[config.mk]
export PLATFORM = sky130hd
export DESIGN_NAME = cprs_bfp_pack
export DESIGN_NICKNAME = d
export VERILOG_FILES = /design/src/rtl/cprs_bfp_pack.sv
export SDC_FILE = /design/constraint.sdc
export NUM_CORES = 1
export LEC_CHECK = 0
export CORE_MARGIN = 2
export CORE_UTILIZATION = 45
export DETAILED_ROUTE_END_ITERATION = 7
export GPL_TIMING_DRIVEN = 0
export PLACE_DENSITY = 0.67
export REMOVE_ABC_BUFFERS = 1
export SLEW_MARGIN = 20
export SYNTH_ARGS = -nofsm -noshare
export SYNTH_HDL_FRONTEND = slang
export SYNTH_SLANG_ARGS = --single-unit
[constraint.sdc]
create_clock -name clk -period 3.3 [get_ports clk]
set_clock_uncertainty 0.05 [all_clocks]
set_input_delay 0.33 -clock clk [delete_from_list [all_inputs] [get_ports clk]]
set_output_delay 0.33 -clock clk [all_outputs]
set_load 0.01 [all_outputs]
[src/rtl/cprs_bfp_pack.sv]
// cprs_bfp_pack: serialises BFP-compressed PRBs (exponent byte + RE_NUM I/Q
// samples) into a gap-free, MSB-first OUT_W-bit word stream. The last partial
// word of a symbol is zero-padded and flushed in a dedicated FLUSH cycle.
module cprs_bfp_pack #(
  parameter int NUM    = 7,
  parameter int RE_NUM = 12,
  parameter int OUT_W  = 64
) (
  input  logic               clk,
  input  logic               rst_n,
  input  logic               i_sop,
  input  logic               i_eop,
  input  logic               i_vld,
  input  logic [2*NUM-1:0]   i_dout,
  input  logic [3:0]         i_shift,
  input  logic               i_last_prb,
  input  logic [6:0]         i_slot_idx,
  input  logic [3:0]         i_symb_idx,
  output logic               o_vld,
  output logic               o_sop,
  output logic               o_eop,
  output logic [OUT_W-1:0]   o_data,
  output logic [6:0]         o_slot_idx,
  output logic [3:0]         o_symb_idx,
  output logic [11:0]        o_word_cnt,
  output logic               o_err
);

  localparam int DW     = 2*NUM;
  localparam int FW     = 8 + DW;              // widest append: exponent byte + one RE
  localparam int ACC_W  = OUT_W + FW;
  localparam int FILL_W = $clog2(ACC_W + 1);
  localparam int CNT_W  = $clog2(RE_NUM + 1) + 1;

  typedef enum logic [1:0] {S_IDLE, S_RUN, S_FLUSH} state_t;

  state_t             r_state;
  logic [ACC_W-1:0]   r_acc;
  logic [FILL_W-1:0]  r_fill;
  logic [CNT_W-1:0]   r_re_cnt;
  logic               r_in_prb;
  logic               r_first;
  logic [6:0]         r_slot_pend;
  logic [3:0]         r_symb_pend;

  logic               w_start, w_take, w_end, w_full, w_err;
  logic               w_emit, w_first, w_weop;
  logic [FW-1:0]      w_field;
  logic [ACC_W-1:0]   w_ins, w_cat;
  logic [FILL_W-1:0]  w_alen, w_nfill, w_rfill;
  logic [CNT_W-1:0]   w_cnt_nxt;
  logic [OUT_W-1:0]   w_word;
  logic [6:0]         w_slot;
  logic [3:0]         w_symb;

  // Append-field alignment, word-completion and protocol checks for this cycle
  always_comb begin
    w_start   = i_vld && i_sop && (r_state == S_IDLE);
    // Inputs are packed in RUN or when they open a symbol; FLUSH drops them
    w_take    = i_vld && ((r_state == S_RUN) || w_start);
    w_field   = i_sop ? {4'h0, i_shift, i_dout} : {i_dout, 8'h00};
    w_alen    = i_sop ? FILL_W'(FW) : FILL_W'(DW);
    w_ins     = {w_field, {OUT_W{1'b0}}} >> r_fill;
    w_cat     = r_acc | w_ins;
    w_nfill   = r_fill + w_alen;
    w_full    = (w_nfill >= FILL_W'(OUT_W));
    w_rfill   = w_full ? (w_nfill - FILL_W'(OUT_W)) : w_nfill;
    w_end     = w_take && i_eop && i_last_prb;
    w_cnt_nxt = i_sop ? CNT_W'(1) : (r_re_cnt + CNT_W'(1));
    w_err     = i_vld && (((r_state == S_IDLE) && !i_sop) ||
                          (r_state == S_FLUSH) ||
                          ((r_state == S_RUN) && i_sop && r_in_prb) ||
                          (w_take && i_eop && (w_cnt_nxt != CNT_W'(RE_NUM))));
    w_emit    = (w_take && w_full) || (r_state == S_FLUSH);
    w_word    = (r_state == S_FLUSH) ? r_acc[ACC_W-1 -: OUT_W] : w_cat[ACC_W-1 -: OUT_W];
    w_weop    = (r_state == S_FLUSH) || (w_end && (w_rfill == '0));
    w_first   = r_first || w_start;
    w_slot    = w_start ? i_slot_idx : r_slot_pend;
    w_symb    = w_start ? i_symb_idx : r_symb_pend;
  end

  // Packing FSM: accumulator, fill level and symbol framing state
  always_ff @(posedge clk or negedge rst_n) begin
    if (!rst_n) begin
      r_state     <= S_IDLE;
      r_acc       <= '0;
      r_fill      <= '0;
      r_first     <= 1'b0;
      r_slot_pend <= '0;
      r_symb_pend <= '0;
    end else begin
      case (r_state)
        S_FLUSH: begin
          r_acc   <= '0;
          r_fill  <= '0;
          r_state <= S_IDLE;
        end
        default: begin
          if (w_take) begin
            r_acc  <= w_full ? (w_cat << OUT_W) : w_cat;
            r_fill <= w_rfill;
            if (w_end)
              r_state <= (w_rfill != '0) ? S_FLUSH : S_IDLE;
            else
              r_state <= S_RUN;
          end
        end
      endcase
      if (w_start) begin
        r_slot_pend <= i_slot_idx;
        r_symb_pend <= i_symb_idx;
      end
      // Pending-sop flag survives until the symbol's first word goes out
      r_first <= w_first && !w_emit;
    end
  end

  // Registered output word, framing flags, indices and word counter
  always_ff @(posedge clk or negedge rst_n) begin
    if (!rst_n) begin
      o_vld      <= 1'b0;
      o_sop      <= 1'b0;
      o_eop      <= 1'b0;
      o_data     <= '0;
      o_slot_idx <= '0;
      o_symb_idx <= '0;
      o_word_cnt <= '0;
    end else begin
      o_vld <= w_emit;
      o_sop <= w_emit && w_first;
      o_eop <= w_emit && w_weop;
      if (w_emit) begin
        o_data     <= w_word;
        o_word_cnt <= w_first ? 12'd1 : (o_word_cnt + 12'd1);
        if (w_first) begin
          o_slot_idx <= w_slot;
          o_symb_idx <= w_symb;
        end
      end
    end
  end

  // RE counting per PRB and sticky protocol error
  always_ff @(posedge clk or negedge rst_n) begin
    if (!rst_n) begin
      r_re_cnt <= '0;
      r_in_prb <= 1'b0;
      o_err    <= 1'b0;
    end else begin
      if (w_err)
        o_err <= 1'b1;
      if (w_take) begin
        r_re_cnt <= w_cnt_nxt;
        r_in_prb <= !i_eop;
      end
    end
  end

endmodule
==> images/ff_map.png <==
Drawn at 3 px/µm.
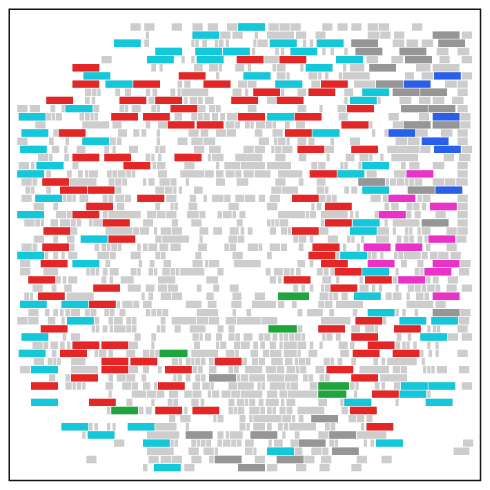
[cyan] o_data | flops: 64 | where: spread over the die
[green] r_fill | flops: 6
[magenta] o_word_cnt | flops: 12 | where: right middle
[blue] r_slot_pend | flops: 7 | where: top right
[red] r_acc | flops: 86 | where: spread over the die
not coloured: 28
register fraction of the total cell area: 39.0%
Final Core Density: 57.4%
Seq group: 4.44 mW
combined flip-flop and latch cell area: 0.00509 mm²

==> images/clock_wires.png <==
Drawn at 4 px/µm.
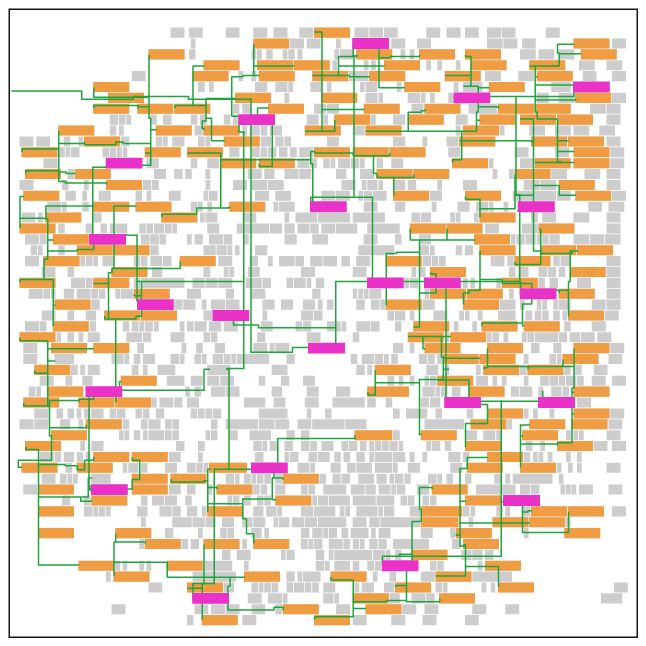
[orange] flip-flops | count: 203
[green] clock wires | length: 2770 µm
[magenta] clock-net drivers | count: 22
flops lie: spread over the die
Clock group: 2.64 mW
clock network fraction of total power: 19.8%
clock latency on the worst-skew pair: 0.52 ns

==> images/congestion_map.png <==
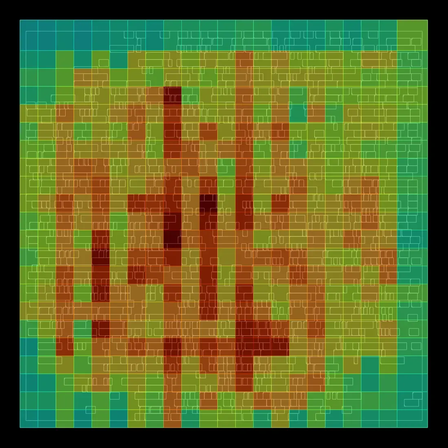
Total Routing Usage GR: 27.2%
GR Util met3: 4.07%

==> images/class_map.png <==
Drawn at 3 px/µm. Fill, decap, tap and diode cells in grey.
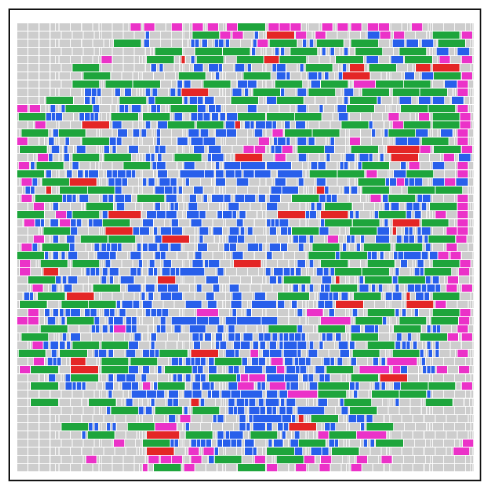
[red] clock drivers and dummy loads | cells: 40 | share of their area: 6.1%
[magenta] remaining buffers and delay cells | cells: 146 | share of their area: 13%
[blue] remaining logic cells | cells: 818 | share of their area: 41%
[green] registers | cells: 203 | share of their area: 40%
core area: 0.0228 mm²
Design Area, Final: 0.0131 mm²

==> images/floorplan.png <==
Drawn at 2 px/µm. Pins as bars on the die edge.
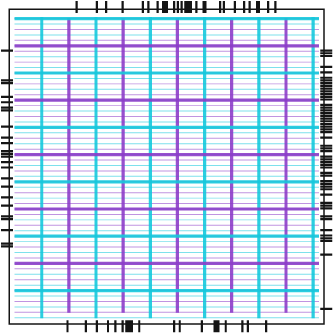
[purple] VDD
[cyan] VSS
signal pins: 126
rows: 55
met4 straps: 11
die boundary width: 157 µm
worst-case vdd ir drop: 0.000497 V

==> report_table.html <==
<h2>Synthesis and place &amp; route</h2>
<table>
<tr><th>Metric</th><th>Value</th></tr>
<tr><th colspan="2">Outcome</th></tr>
<tr><td>Status</td><td>finished, final reports clean</td></tr>
<tr><th colspan="2">Final layout</th></tr>
<tr><td>Final cell count without fillers</td><td>between 1500 and 2000</td></tr>
<tr><td>Multi-input combinational area share</td><td>39.6%</td></tr>
<tr><td>Fill count</td><td>1996</td></tr>
<tr><td>Clock buffer count</td><td>31</td></tr>
<tr><td>Total number of sequential cells</td><td>203</td></tr>
<tr><td>Clock network contribution to total cell area</td><td>5.90%</td></tr>
<tr><td>Commonest non-fill, non-tap cell in the layout</td><td>sky130_fd_sc_hd__dfrtp_1</td></tr>
<tr><td>Invs w/o clock</td><td>11</td></tr>
<tr><td>Net total in the final layout</td><td>about 1200</td></tr>
<tr><td>Leading cell category by total area</td><td>multi-input combinational cells</td></tr>
<tr><td>Non-clock buffer share</td><td>approximately 12%</td></tr>
<tr><td>Antenna diodes</td><td>0</td></tr>
<tr><td>Combinational gate area</td><td>0.00518 mm²</td></tr>
<tr><td>Top Layout Cells</td><td>198 x sky130_fd_sc_hd__dfrtp_1, 155 x sky130_fd_sc_hd__nand2_1, 123 x sky130_fd_sc_hd__clkdlybuf4s50_1, 91 x sky130_fd_sc_hd__o21ai_0, 82 x sky130_fd_sc_hd__nor2_1</td></tr>
<tr><td>Fraction of final layout cells with drive strength greater than 1</td><td>11.9%</td></tr>
<tr><td>Mi-comb count</td><td>between 800 and 900</td></tr>
<tr><td>Area Growth Syn to Fin</td><td>24.7%</td></tr>
<tr><td>Number of buffers other than clock buffers in the final layout</td><td>~150</td></tr>
<tr><th colspan="2">Pwr</th></tr>
<tr><td>Tot Pwr</td><td>around 13 mW</td></tr>
<tr><td>Group drawing the most power</td><td>combinational cells</td></tr>
<tr><td>Internal power of the cells</td><td>7.85 mW</td></tr>
<tr><td>Power spent charging and discharging nets</td><td>between 5 and 6 mW</td></tr>
<tr><td>Switching Fraction</td><td>41.1%</td></tr>
<tr><td>Power in combinational cells</td><td>6.26 mW</td></tr>
<tr><td>Static Leak</td><td>5.52 nW</td></tr>
<tr><td>Sequential fraction of design power</td><td>33.3%</td></tr>
<tr><td>Power Dens Cells</td><td>roughly 1000 mW/mm²</td></tr>
<tr><td>Combinational share of power</td><td>a little under half</td></tr>
<tr><th colspan="2">Critical path</th></tr>
<tr><td>Start point of the critical path</td><td>r_fill[2]</td></tr>
<tr><td>Arrival @ worst endpoint</td><td>3.60 ns</td></tr>
<tr><td>Crit Path Max Fanout</td><td>45</td></tr>
<tr><td>Cell chain of the critical path</td><td>inv_1, mux4_2, mux2_2, a221o_1, a32o_1</td></tr>
<tr><td>Crit path max-delay family</td><td>multiplexers</td></tr>
<tr><td>Startpoint types</td><td>register</td></tr>
<tr><td>Cell with the largest stage delay on the worst path</td><td>sky130_fd_sc_hd__dfrtp_2</td></tr>
<tr><td>Buffers and inverters on the worst path</td><td>1</td></tr>
<tr><td>Critical Path End Type</td><td>register</td></tr>
<tr><td>Worst endpoint required time</td><td>3.66 ns</td></tr>
<tr><td>Beginning of the worst register-to-register path</td><td>r_fill[2]</td></tr>
<tr><td>Largest stage delay on the critical path</td><td>between 0.9 and 1 ns</td></tr>
<tr><td>CP Class</td><td>register to register</td></tr>
<tr><th colspan="2">GRT</th></tr>
<tr><td>Met1 track utilization from global routing</td><td>39.4%</td></tr>
<tr><td>Top Usage Layer GRT</td><td>met2</td></tr>
<tr><td>Number of global-route vias before repair</td><td>about 9100</td></tr>
<tr><td>First-pass GRT wire length</td><td>about 52 mm</td></tr>
<tr><td>Pin count of the biggest net entering global routing</td><td>about 85</td></tr>
<tr><td>Antenna violations before repair</td><td>0</td></tr>
<tr><td>Grt ovf</td><td>0</td></tr>
<tr><td>GR met2 Demand/Resource</td><td>between 40% and 50%</td></tr>
<tr><th colspan="2">Final timing</th></tr>
<tr><td>Share of the clock period used by the worst path after layout</td><td>98.0%</td></tr>
<tr><td>Setup repair after global routing missed its margin</td><td>false</td></tr>
<tr><td>Final critical-path required period</td><td>3.23 ns</td></tr>
<tr><td>Achievable frequency</td><td>0.309 GHz</td></tr>
<tr><td>Slew HR</td><td>24.1%</td></tr>
<tr><td>Worst setup margin</td><td>0.0657 ns</td></tr>
<tr><td>Max-slew violation count</td><td>0</td></tr>
<tr><td>Actual slew at the worst max-slew pin</td><td>1.13 ns</td></tr>
<tr><td>Setup Viol. Count Final</td><td>0</td></tr>
<tr><td>Final-layout worst hold slack</td><td>0.219 ns</td></tr>
<tr><td>Setup total negative slack</td><td>0 ns</td></tr>
<tr><td>Final number of hold-violating endpoints</td><td>0</td></tr>
<tr><th colspan="2">Drt</th></tr>
<tr><td>Number of remaining DRC errors</td><td>0</td></tr>
<tr><td>Post-route antenna net violation count</td><td>0</td></tr>
<tr><td>Violation count after the first detailed-route iteration</td><td>956</td></tr>
<tr><td>Number of search-and-repair iterations in the first detailed-routing pass</td><td>5</td></tr>
<tr><td>Detail-routed net length per standard cell</td><td>22.1 µm</td></tr>
<tr><td>Via count</td><td>9481</td></tr>
<tr><td>Post-Route M1 WL</td><td>about 15 mm</td></tr>
<tr><td>Total wire length</td><td>33.6 mm</td></tr>
<tr><td>Highest routed metal layer</td><td>met4</td></tr>
<tr><td>Routed via count divided by cell count</td><td>6.24</td></tr>
<tr><td>WL met2</td><td>approximately 15 mm</td></tr>
<tr><td>Detailed-routed wire length on met3</td><td>2.68 mm</td></tr>
<tr><th colspan="2">Clock tree</th></tr>
<tr><td>Clock root buffer master</td><td>sky130_fd_sc_hd__clkbuf_16</td></tr>
<tr><td>Post-CTS repair timing setup buffer count</td><td>3</td></tr>
<tr><td>Number of clock buffers inserted by TritonCTS</td><td>22</td></tr>
<tr><td>CTS HTree Levels</td><td>1</td></tr>
<tr><td>TritonCTS clock tree</td><td>yes</td></tr>
<tr><td>Number of hold buffers added after CTS</td><td>1</td></tr>
<tr><td>Clock slew at reported path FFs</td><td>0.07 ns</td></tr>
<tr><td>Clock tree buffer depth</td><td>3</td></tr>
<tr><td>Count of cells resized by post-cts repair</td><td>11</td></tr>
<tr><td>CTS Sinks</td><td>203</td></tr>
<tr><th colspan="2">Floorplanning</th></tr>
<tr><td>Die Area</td><td>0.0245 mm²</td></tr>
<tr><td>I/O Pins</td><td>126</td></tr>
<tr><td>Placement row count</td><td>55</td></tr>
<tr><td>Initial core utilization</td><td>46.0%</td></tr>
<tr><td>Well-tap cell count</td><td>~310</td></tr>
<tr><th colspan="2">Place</th></tr>
<tr><td>Final weighted congestion of routability-driven global placement</td><td>between 0.9 and 1</td></tr>
<tr><td>Placement Setup Slack</td><td>-0.862 ns</td></tr>
<tr><td>Number of placed cells counting well taps</td><td>1471</td></tr>
<tr><td>Placed cell areas</td><td>0.0121 mm²</td></tr>
<tr><td>DPL Wire Length</td><td>22.1 mm</td></tr>
<tr><td>Input/output buffers</td><td>125</td></tr>
<tr><th colspan="2">Synthesis</th></tr>
<tr><td>Fraction of registers with async set or reset after synthesis</td><td>100%</td></tr>
<tr><td>Instance count of the mapped netlist</td><td>1099</td></tr>
<tr><td>Dominant comb cell</td><td>AND-OR/OR-AND gates</td></tr>
<tr><td>Most instantiated library cell after synthesis</td><td>sky130_fd_sc_hd__dfrtp_1</td></tr>
<tr><td>Mux area share</td><td>8.02%</td></tr>
<tr><td>Share of synthesized cell area in and-or and or-and compound cells</td><td>22.4%</td></tr>
<tr><td>Number of flip-flops and latches in the synthesized netlist</td><td>203</td></tr>
<tr><td>Cell area leaders</td><td>sky130_fd_sc_hd__dfrtp_1 48%, sky130_fd_sc_hd__nand2_1 5.6%, sky130_fd_sc_hd__o21ai_0 4.3%</td></tr>
<tr><td>Dominant cell type by area after synthesis</td><td>sky130_fd_sc_hd__dfrtp_1</td></tr>
<tr><td>Area share of the largest cell type after synthesis</td><td>48.5%</td></tr>
<tr><td>Number of distinct library cells after synthesis</td><td>between 60 and 70</td></tr>
<tr><td>Xor and xnor area share after synthesis</td><td>less than 1%</td></tr>
<tr><td>Yosys synthesis chip area</td><td>between 0.01 and 0.015 mm²</td></tr>
<tr><td>Prevailing post-synth register cell</td><td>sky130_fd_sc_hd__dfrtp_1</td></tr>
<tr><td>Cell Area, Synth</td><td>roughly 0.010 mm²</td></tr>
<tr><td>Top cells by count</td><td>203 x sky130_fd_sc_hd__dfrtp_1, 156 x sky130_fd_sc_hd__nand2_1, 91 x sky130_fd_sc_hd__o21ai_0</td></tr>
<tr><td>Portion of the post-synthesis area used by sequential elements</td><td>48.5%</td></tr>
<tr><td>Mapped Avg Cell Area</td><td>9.54 µm²</td></tr>
<tr><td>Post-synthesis share of cell area spent on and, or, nand and nor gates</td><td>between 10% and 20%</td></tr>
<tr><td>Yosys Instances</td><td>around 1100</td></tr>
<tr><td>Number of warning messages in the yosys log</td><td>0</td></tr>
<tr><td>EDFF count, synth</td><td>0</td></tr>
<tr><td>Fa+ha+maj area frac</td><td>less than 1%</td></tr>
<tr><th colspan="2">Job</th></tr>
<tr><td>Max_cap viols</td><td>0</td></tr>
<tr><td>OpenROAD warning count</td><td>25</td></tr>
<tr><th colspan="2">Hold path</th></tr>
<tr><td>Path type of the worst min-delay path</td><td>input port to register</td></tr>
<tr><td>Worst hold start</td><td>i_sop</td></tr>
</table>
-- sequential cells by signal, summed over array words and instances (netlist names) --
signal	cells
o_err	1
o_slot_idx	7
o_data	64
r_fill	6
o_word_cnt	12
r_first	1
r_acc	86
r_state	2
o_eop	1
o_vld	1
r_symb_pend	4
o_symb_idx	4
o_sop	1
r_slot_pend	7
r_re_cnt	5
r_in_prb	1
-- final timing paths --
path	endpoint	slack, ns	cells past startpoint
worst max-delay path	r_acc[14]	0.07	5
worst min-delay path	r_re_cnt[2]	0.22	2
worst max register to register	r_acc[14]	0.07	5
worst min register to register	o_data[37]	0.41	2
max in group asynchronous	r_acc[13]	2.23	3
min in group asynchronous	o_data[47]	0.24	2
Power is estimated from default activity; no workload was simulated.
